**src/rtl/pulse_pkg.sv**
```systemverilog
// Shared definitions for the channel pulse chain stages.
//   CNT_W_DEF  : default width of delay values and delay counters
//   dl_state_t : delay-line FSM states. StHoldoff keeps its encoding even in builds
//                without the hold limit, so state encodings match across builds.
package pulse_pkg;

    localparam int unsigned CNT_W_DEF = 36;

    typedef enum logic [1:0] {
        StIdle    = 2'd0,
        StCount   = 2'd1,
        StFire    = 2'd2,
        StHoldoff = 2'd3
    } dl_state_t;

endpackage

```
**src/rtl/rise_edge_det.sv**
```systemverilog
// Registered rising-edge detector with synchronous active-high reset.
// Ports:
//   clk  : clock, rising edge
//   rst  : synchronous active-high reset
//   d    : level input
//   rise : high for one cycle when d is high now and was low at the previous edge
// The detector arms only after it has sampled d low at least once since reset.
// A level that is already high when reset is released is therefore not a rising edge.
module rise_edge_det (
    input  logic clk,
    input  logic rst,
    input  logic d,
    output logic rise
);

    logic d_q;
    logic armed_q;

    always_ff @(posedge clk) begin
        if (rst) begin
            d_q     <= 1'b0;
            armed_q <= 1'b0;
        end else begin
            d_q <= d;
            if (!d) begin
                armed_q <= 1'b1;
            end
        end
    end

    assign rise = d & ~d_q & armed_q;

endmodule

```
**src/rtl/delay_line_ch.sv**
```systemverilog
// Programmable delay stage between two channel pulse generators.
// A rising edge on DL_launch starts a count of `delay` clk_Pulse cycles.
// PL_start_next then goes high and stays high while DL_launch stays high.
// A low DL_launch at any point returns the stage to idle.
// Ports:
//   clk_Pulse     : clock, rising edge
//   rst           : synchronous active-high reset
//   DL_launch     : end-of-pulse level from the upstream stage
//   delay         : delay in cycles, sampled at launch
//   DL_enable     : gates new launches only
//   PL_start_next : held start level for the downstream generator
//   DL_busy       : high while counting or firing
//   DL_fault      : sticky hold-timeout flag (0 unless DL_MAX_HOLD_EN)
// Build option: define DL_MAX_HOLD_EN to enable the hold limit.
// With it, PL_start_next drops after MAX_HOLD cycles high, DL_fault is set,
// and the FSM waits in StHoldoff until DL_launch goes low.
module delay_line_ch
    import pulse_pkg::*;
#(
    parameter int unsigned        CNT_W    = CNT_W_DEF,
    parameter logic [CNT_W-1:0]   MAX_HOLD = CNT_W'(1000000)
) (
    input  logic             clk_Pulse,
    input  logic             rst,
    input  logic             DL_launch,
    input  logic [CNT_W-1:0] delay,
    input  logic             DL_enable,
    output logic             PL_start_next,
    output logic             DL_busy,
    output logic             DL_fault
);

    dl_state_t        state_q, state_d;
    logic [CNT_W-1:0] cnt_q, cnt_d;
    logic [CNT_W-1:0] dly_q, dly_d;
    logic             launch;

    rise_edge_det u_edge (
        .clk  (clk_Pulse),
        .rst  (rst),
        .d    (DL_launch),
        .rise (launch)
    );

`ifdef DL_MAX_HOLD_EN
    logic [CNT_W-1:0] hold_q, hold_d;
    logic             fault_q, fault_d;
`else
    logic unused_max_hold;
    assign unused_max_hold = ^MAX_HOLD;
`endif

    always_comb begin
        state_d = state_q;
        cnt_d   = cnt_q;
        dly_d   = dly_q;
`ifdef DL_MAX_HOLD_EN
        hold_d  = hold_q;
        fault_d = fault_q;
`endif
        unique case (state_q)
            StIdle: begin
                if (launch && DL_enable) begin
                    dly_d   = delay;
                    cnt_d   = '0;
                    state_d = StCount;
                end
            end
            StCount: begin
                if (!DL_launch) begin
                    cnt_d   = '0;
                    state_d = StIdle;
                end else if (cnt_q == dly_q) begin
                    // The equality compare stops counting at the terminal value.
                    // An all-ones delay therefore fires without the counter wrapping.
                    state_d = StFire;
`ifdef DL_MAX_HOLD_EN
                    hold_d  = CNT_W'(1); // the first high cycle starts at this edge
`endif
                end else begin
                    cnt_d = cnt_q + CNT_W'(1);
                end
            end
            StFire: begin
                if (!DL_launch) begin
                    state_d = StIdle;
`ifdef DL_MAX_HOLD_EN
                end else if (hold_q == MAX_HOLD) begin
                    state_d = StHoldoff;
                    fault_d = 1'b1;
                end else begin
                    hold_d = hold_q + CNT_W'(1);
`endif
                end
            end
            StHoldoff: begin
`ifdef DL_MAX_HOLD_EN
                if (!DL_launch) begin
                    state_d = StIdle;
                end
`else
                state_d = StIdle;
`endif
            end
            default: state_d = StIdle;
        endcase
    end

    always_ff @(posedge clk_Pulse) begin
        if (rst) begin
            state_q <= StIdle;
            cnt_q   <= '0;
            dly_q   <= '0;
`ifdef DL_MAX_HOLD_EN
            hold_q  <= '0;
            fault_q <= 1'b0;
`endif
        end else begin
            state_q <= state_d;
            cnt_q   <= cnt_d;
            dly_q   <= dly_d;
`ifdef DL_MAX_HOLD_EN
            hold_q  <= hold_d;
            fault_q <= fault_d;
`endif
        end
    end

    assign PL_start_next = (state_q == StFire);
    assign DL_busy       = (state_q == StCount) || (state_q == StFire);
`ifdef DL_MAX_HOLD_EN
    assign DL_fault      = fault_q;
`else
    assign DL_fault      = 1'b0;
`endif

endmodule

```
**config.mk**
```make
export PLATFORM = sky130hd
export DESIGN_NAME = delay_line_ch
export DESIGN_NICKNAME = d
export VERILOG_FILES = /design/src/rtl/pulse_pkg.sv /design/src/rtl/rise_edge_det.sv /design/src/rtl/delay_line_ch.sv
export SDC_FILE = /design/constraint.sdc
export NUM_CORES = 1
export LEC_CHECK = 0
export CAP_MARGIN = 20
export CORE_UTILIZATION = 25
export DETAILED_ROUTE_END_ITERATION = 7
export PLACE_DENSITY_LB_ADDON = 0.12
export SETUP_SLACK_MARGIN = 0.15
export SLEW_MARGIN = 0
export SYNTH_ARGS = -nofsm -noshare
export SYNTH_HDL_FRONTEND = slang
export SYNTH_SLANG_ARGS = --single-unit
```
**constraint.sdc**
```tcl
create_clock -name clk_Pulse -period 3.5 [get_ports clk_Pulse]
set_input_delay 1.05 -clock clk_Pulse [delete_from_list [all_inputs] [get_ports clk_Pulse]]
set_output_delay 1.05 -clock clk_Pulse [all_outputs]
set_load 0.02 [all_outputs]
```
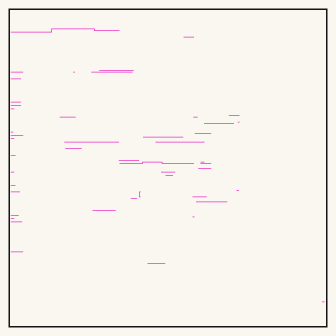
Figure 1: metal 3.
The layer holds 2.5% of the routed length. The longest straight run is 22.1 µm.

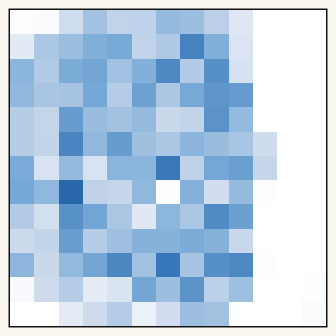
Figure 2: placement density heat map.
13 x 13 tiles, from white (low) to dark blue (high), 0 to 100% covered.
The emptiest ninth of the die: top right. 0.60% of the tiles are over 75% full. 24% of the tiles are nearly empty. The fullest tile reaches 78%.

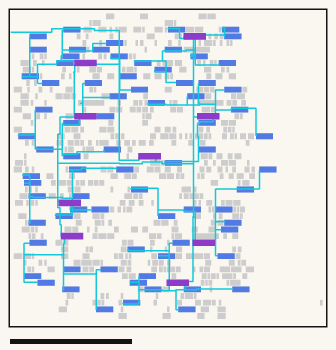
Figure 3: clock wires, drivers and flops.
The bar under the picture is 50 µm long.
Blue stands for flip-flops, count 76. Cyan stands for clock wires, length 1260 µm. Purple stands for cells driving clock nets, count 9.
There are 10 routed clock nets.

==> out/summary.log <==
qor: run_status.status completed
qor: final_timing.fmaxAchievable 333.0 MHz
qor: global_route.grt_pass1_vias 3754
qor: cells_and_area.utilization 0.3227
qor: synth.synth-main-ff-cell sky130_fd_sc_hd__dfxtp_1
qor: synth.yosys.cell_types.count 50
qor: cts.clk_latency_worst_skew_pair 0.34 ns
qor: route.detail_route.first_pass.iterations 7
qor: route.dr_total_vias 3882
qor: cells_and_area.layout-area-overhead-vs-synth 26.50%
qor: route.drt_wl_total 12990 µm
qor: global_route.aggregate_global_routing_overflow 0
qor: cells_and_area.antenna_cells_inserted 0
qor: synth.async_flop_share 0
qor: final_timing.fin_worst_hold_slack 0.4587 ns
qor: final_timing.final_cycle_share 0.8580
qor: final_timing.hold_violations 0
qor: cells_and_area.fin_nets 595
qor: global_route.met2_track_demand_over_resource 0.2779
qor: cts.cts_sinks 76
qor: final_timing.setup-violations-final 0
qor: placement.post-dp-hpwl 9399 µm
qor: power.top_power_group the clock network
qor: placement.gpl.final_weighted_congestion 0.8249
qor: cts.cts.reportedPaths.clkPinSlew 0.06 ns
qor: global_route.initial_antenna_violation_count 0
qor: critical_path.critical_path_class in -> reg
qor: power.report.power.total 2.427 mW
qor: synth.synth.yosys.seq_area_share 0.3768
qor: synth.synth_nets 558
qor: cells_and_area.fraction_of_final_layout_cells_sized_beyond_drive_strength_1 0.08468
qor: placement.numPortBuffers 41
qor: global_route.grt_pass1_wl 20730 µm
qor: critical_path.timing.reg2reg.setup_slack 0.55 ns
qor: global_route.top_usage_layer met2
qor: final_timing.post-route-min-period 3.003 ns
qor: floorplan.core_util_floorplan 0.2551
qor: cells_and_area.lay_top_cells sky130_fd_sc_hd__nand2_1, sky130_fd_sc_hd__dfxtp_1, sky130_fd_sc_hd__a21oi_1
qor: global_route.grt_usage 0.1661
qor: route.drtAntennaViolNets 0
qor: final_timing.timing.clock.skew 0.004240 ns
qor: cts.postCtsHoldBufs 0
qor: synth.syn_area_per_cell 7.871 µm²
qor: power.power_frac_comb 0.153
qor: final_timing.worst_slew_margin_rel 0.2855
qor: floorplan.chip_area 0.01666 mm²
qor: power.static-leakage-power 1.917 nW
qor: cts.htree_levels 3
qor: final_timing.worst-slew-pin-transition 1.072 ns
qor: synth.synthCells 513
qor: run.max-cap-violations 0
qor: global_route.pin_count_of_the_biggest_net_entering_global_routing 38
qor: cells_and_area.fill_cells 1703
qor: run.stage_log_warnings 29
qor: final_timing.rsz_0062_raised_after_global_routing no
qor: power.power.clock.fraction 0.477
qor: synth.synth_warnings 0
qor: final_timing.setup_total_negative_slack 0 ns
qor: power.comb_power 372 µW
qor: global_route.grt_util_met3 0.02106
qor: cts.cts_buffers 9
qor: cells_and_area.mostFrequentLayoutCell sky130_fd_sc_hd__nand2_1
qor: route.routed_via_density 5.035
qor: floorplan.die_width 129.1 µm
qor: power.power_per_cell_area 475.3 mW/mm²
qor: power.power_clock 1.16 mW
qor: critical_path.crit_start_category input port
qor: power.power.share.sequential 0.369
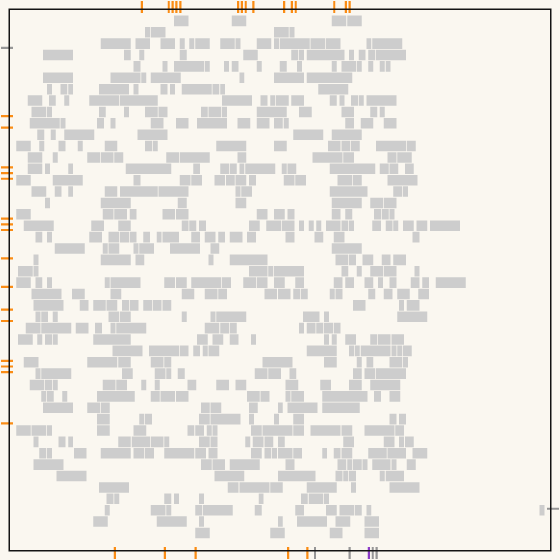
Figure 4: pin placement.
Pins as bars across the die edge, other pins in grey.
Orange stands for `delay`, pins 36, direction input, edge 16 left, 15 top, 5 bottom. Purple stands for `rst`, pins 1, direction input, edge bottom.
All pins by edge: 17 left, 15 top, 10 bottom, 1 right.

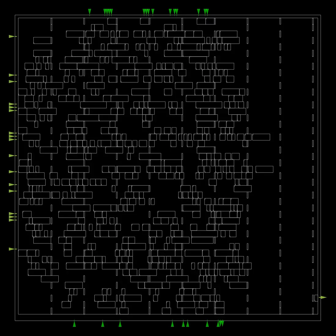
Figure 5: cell outlines without signal wires.
num rows: 46
total core area: 0.01583 mm²
fraction of area in registers: 0.2979

-- flip-flops by register name, indices dropped and copies added, names as in the netlist --
register	flops
state_q	2
dly_q	36
u_edge.armed_q	1
u_edge.d_q	1
cnt_q	36
-- final cells by class --
class | instances | area (µm²) | area share
multi-input combinational | 389 | 2323 | 0.4549
sequential | 76 | 1521 | 0.2979
tap | 216 | 270.3 | 0.05292
timing repair buffer | 64 | 590.6 | 0.1156
inverter | 10 | 37.54 | 0.007349
clock inverter | 7 | 138.9 | 0.02719
clock buffer | 9 | 225.2 | 0.04410
-- path summary, 6_finish.rpt --
path / to / from
max: cnt_q[27] / DL_launch
min: u_edge.armed_q / u_edge.armed_q
max reg2reg: cnt_q[30] / cnt_q[23]
min reg2reg: u_edge.armed_q / u_edge.armed_q
-- critical path, cell delays in order --
cell and delay (ns):
sky130_fd_sc_hd__clkdlybuf4s50_1 0.48, sky130_fd_sc_hd__nand4b_1 0.17, sky130_fd_sc_hd__o21ai_0 0.21, sky130_fd_sc_hd__buf_4 0.24, sky130_fd_sc_hd__nand2_1 0.33, sky130_fd_sc_hd__nor4_1 0.40, sky130_fd_sc_hd__a21oi_1 0.12, sky130_fd_sc_hd__a311oi_1 0.25
-- cell usage after synthesis (9+ instances only) --
cell type / number / share of area
sky130_fd_sc_hd__xor2_1: 36 / 0.078
sky130_fd_sc_hd__nand3_1: 17 / 0.021
sky130_fd_sc_hd__a31oi_1: 10 / 0.015
sky130_fd_sc_hd__o311ai_0: 9 / 0.020
sky130_fd_sc_hd__clkbuf_1: 26 / 0.024
sky130_fd_sc_hd__nand2_1: 106 / 0.099
sky130_fd_sc_hd__nor3_1: 15 / 0.019
sky130_fd_sc_hd__nor2_1: 15 / 0.014
sky130_fd_sc_hd__or4_1: 11 / 0.020
sky130_fd_sc_hd__nor4_1: 12 / 0.019
sky130_fd_sc_hd__or3_1: 9 / 0.014
sky130_fd_sc_hd__a21oi_1: 47 / 0.058
sky130_fd_sc_hd__nand4_1: 12 / 0.019
sky130_fd_sc_hd__dfxtp_1: 76 / 0.38
sky130_fd_sc_hd__inv_1: 10 / 0.0093
sky130_fd_sc_hd__o211ai_1: 13 / 0.024
-- cells by family after synthesis --
| family | count (synthesis) | share of synthesized area |
|---|---|---|
| AND/OR/NAND/NOR | 234 | 0.2894 |
| AND-OR/OR-AND | 110 | 0.1810 |
| flip-flops | 76 | 0.3768 |
| buffers and inverters | 48 | 0.05082 |
| XOR/XNOR | 36 | 0.07809 |
| adder cells (fa/ha/maj) | 5 | 0.01549 |
| multiplexers | 3 | 0.007438 |
| other | 1 | 0.0009288 |
-- stage by stage --
stage / area, µm² / setup WS [ns] / instances
6_report: 5107 / 0.4971 / 771
2_1_floorplan: 4038 / 1.076 / 513
5_1_grt: 5107 / 0.3116 / 771
3_5_place_dp: 4743 / 0.1475 / 755
4_1_cts: 5107 / 0.5230 / 771
3_3_place_gp: 4743 / 0.2553 / 755
-- metal layers --
| metal | share of wire | routed length (µm) |
|---|---|---|
| met1 | 0.47 | 6145 |
| met2 | 0.49 | 6351 |
| met3 | 0.025 | 319 |
| met4 | 0.013 | 172 |
| met5 | 0 | 0 |
No activity file was given, so power comes from the tool's default toggle rates.
